$ cat src/rtl/redux_pool.sv
// redux_pool: 2x2 pixel pooling stage (mean/rounded mean/min/max) with a registered valid/ready output
module redux_pool #(
  parameter int PIX_W = 8,
  parameter int MODE = 0
) (
  input  logic               clk,
  input  logic               rst,
  input  logic               in_valid,
  output logic               in_ready,
  input  logic [4*PIX_W-1:0] in_pix,
  output logic               out_valid,
  input  logic               out_ready,
  output logic [PIX_W-1:0]   out_pix
);
  if (MODE < 0 || MODE > 3) begin : g_bad_mode
    $error("redux_pool: illegal MODE %0d", MODE);
  end
  logic [PIX_W-1:0] a, b, c, d, mean, mn_ab, mn_cd, mx_ab, mx_cd, res;
  logic [1:0] frac;
  logic unused;
  assign a = in_pix[PIX_W-1:0];
  assign b = in_pix[2*PIX_W-1:PIX_W];
  assign c = in_pix[3*PIX_W-1:2*PIX_W];
  assign d = in_pix[4*PIX_W-1:3*PIX_W];
  assign {mean, frac} = {2'b0, a} + {2'b0, b} + {2'b0, c} + {2'b0, d} + (PIX_W+2)'(MODE == 1 ? 2 : 0);
  assign unused = ^frac;
  assign mn_ab = a < b ? a : b;
  assign mn_cd = c < d ? c : d;
  assign mx_ab = a > b ? a : b;
  assign mx_cd = c > d ? c : d;
  always_comb begin
    res = mean;
    if (MODE == 2) res = mn_ab < mn_cd ? mn_ab : mn_cd;
    if (MODE == 3) res = mx_ab > mx_cd ? mx_ab : mx_cd;
  end
  assign in_ready = !out_valid || out_ready;
  always_ff @(posedge clk) begin
    if (rst) begin
      out_valid <= 1'b0;
      out_pix <= '0;
    end else if (in_valid && in_ready) begin
      out_valid <= 1'b1;
      out_pix <= res;
    end else if (out_ready) begin
      out_valid <= 1'b0;
    end
  end
endmodule

$ cat config.mk
export PLATFORM = sky130hd
export DESIGN_NAME = redux_pool
export DESIGN_NICKNAME = d
export VERILOG_FILES = /design/src/rtl/redux_pool.sv
export SDC_FILE = /design/constraint.sdc
export NUM_CORES = 1
export LEC_CHECK = 0
export ABC_AREA = 0
export CORE_MARGIN = 2
export CORE_UTILIZATION = 44
export CTS_BUF_LIST = sky130_fd_sc_hd__clkbuf_4
export CTS_CLUSTER_DIAMETER = 150
export DETAILED_ROUTE_END_ITERATION = 16
export PLACE_DENSITY_LB_ADDON = 0.1
export SYNTH_ARGS = -nofsm -noshare
export SYNTH_HDL_FRONTEND = slang
export SYNTH_SLANG_ARGS = --single-unit
$ cat constraint.sdc
create_clock -name clk -period 3.9 [get_ports clk]
set_input_delay 1.17 -clock clk [delete_from_list [all_inputs] [get_ports clk]]
set_output_delay 1.17 -clock clk [all_outputs]
set_load 0.01 [all_outputs]
==> flow_results.org <==
#+TITLE: Flow metrics

** Outcome
- Run status :: complete, no violations

** Place
- Per the post-place timing report, worst setup slack is -0.338 ns.
- HPWL Detailed :: between 1.5 and 2 mm

** Setup path
- Cell depth of the worst setup path :: 13
- Startpoint type of the worst setup path :: input pin
- Depth of the most critical reg-to-reg path :: 4
- The startpoint identified for the worst register-to-register timing path is out_valid.
- Tracing the worst setup path back leads to its startpoint at in_pix[0].
- End of the worst register-to-register path :: out_pix[4]
- The critical path's slowest stage uses the library cell clkdlybuf4s50_1.
- Worst-path cell chain :: clkdlybuf4s50_1, inv_1, fa_1, inv_1, fa_1, nand2_2, nor2_2, fa_2, a21o_1, a211o_1, o211ai_2, mux2i_1, nand2_1
- Crit path max fanout :: 2
- Required time of the critical path :: approximately 4 ns
- Longest individual stage delay on the worst path :: 0.45 ns
- Following the worst setup path forward leads to its endpoint at out_pix[5].

** Pwr
- The power report lists the sequential group at 0.000124 W.
- Standby leakage power :: between 0.8 and 0.9 nW
- PD cells :: 351 nW/µm²
- The script computed the net switching share of total power as a little under two fifths.
- Power comes to roughly 0.00060 W.
- Combinational cell fraction of total power :: between 60% and 70%

** Timing
- Setup slack after layout :: 0.162 ns
- Per the timing report, the achievable frequency comes out to between 200 and 300 MHz.
- Final hold slack :: 0.467 ns
- Hold Vio Cnt, Final :: 0
- Fin crit share :: between 90% and 100%
- Final worst clock skew :: between 0.006 and 0.007 ns

** Synthesis
- Area fraction in full adders, half adders and majority gates :: about 37%
- The area recorded from the Yosys report for this design is ~1100 µm².
- Number of nets at floorplan :: between 150 and 200
- Per the synth log, the flip-flop and latch total comes to 9.
- Post-synthesis instance area :: 1110 µm²
- Most used flip-flop cell :: dfxtp_1
- Yosys reported that registers with async set or reset make up 0%.
- Total number of yosys warnings :: 0
- Synthesis produced a netlist whose cell count is 134.
- Number of synthesized flops with an enable pin :: 0

** Global route
- The initial antenna violation count came to 0.
- Entering global routing, the biggest net connects 16 pins.
- For this run, the total global-route usage over all layers was measured as 16.8%.
- The layer flagged by global routing as most heavily used is met2.

** Drt
- Average wire per cell in the routed design :: between 9 and 10 µm
- Antenna-violating nets left :: 0
- Highest metal layer with signal wires :: met4
- Per the detail_route report, DRC violations left total 0.

** Floorplan
- Number of tap cells added at floorplan :: 30
- The floorplan step set the die width to around 54 µm.
- Number of placement rows :: 18

** Finish
- Synth-to-Final Area Change :: 53.7%
- Sequential cells :: 9
- Fraction of area in non-clock buffers :: 31.3%
- The largest cell class by area is logic gates.
- Leaving out the clock tree, the finished layout contains an inverter count of between 40 and 50.
- Area taken by multi-input logic gates :: between 700 and 800 µm²
- By instance count after routing, the leading logic cell types are inv_1 (46), clkdlybuf4s50_1 (42), fa_1 (15).
- The area taken by sequential standard cells is reported as 180 µm².
- The final report gives the standard cell area, fillers excluded, as around 1700 µm².
- The final antenna diode tally reported by the flow is 0.

** CTS
- Looking at the worst setup and hold paths, the clock pins of their registers show a slew of around 0.06 ns.
- Level count of the clock H-tree :: 1
- Number of hold-repair buffers added at the cts stage :: 0

** Min path
- The path with the worst hold slack has its endpoint at out_pix[6].
- Worst min-delay path category :: flop to flop
- WHS Path Cells :: 2

** Job
- OpenROAD emitted warnings numbering 26.
Fig. 1: power grid
The bar under the picture is 20 µm long. Pins as bars on the die edge.
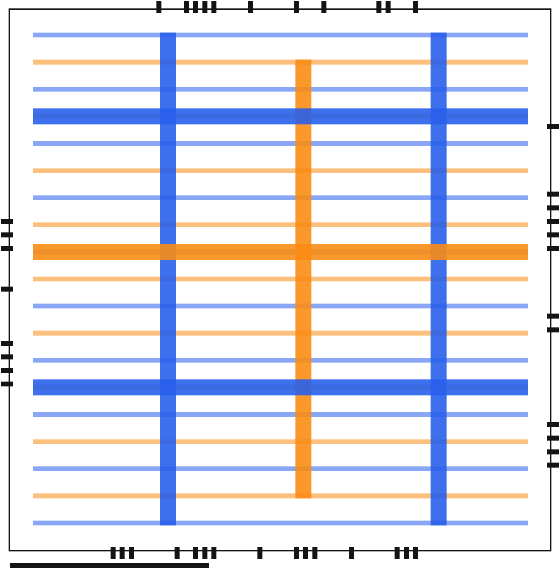
VDD -> orange
VSS -> blue
rows = 18
met1 rails = 19
signal pins = 46
met4 straps = 3
core area: 2430 µm²
die extent in y: 54.2 µm
Max IR drop VDD: 0.000319 V

Fig. 2: cells coloured by class
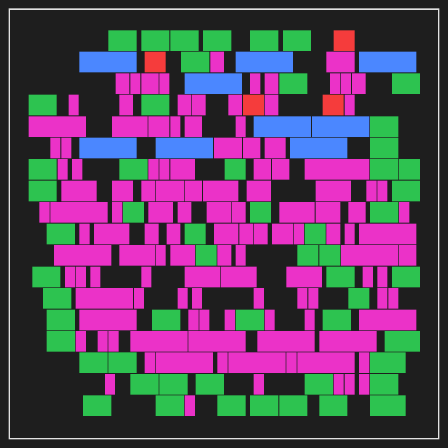
remaining buffers and delay cells -> green  # cells 55, share of their area 32%
remaining logic cells -> magenta  # cells 123, share of their area 55%
registers -> blue  # cells 9, share of their area 11%
clock drivers and dummy loads -> red  # cells 4, share of their area 1.8%

Power figures rest on the tool's default switching activity, not on a simulated workload.
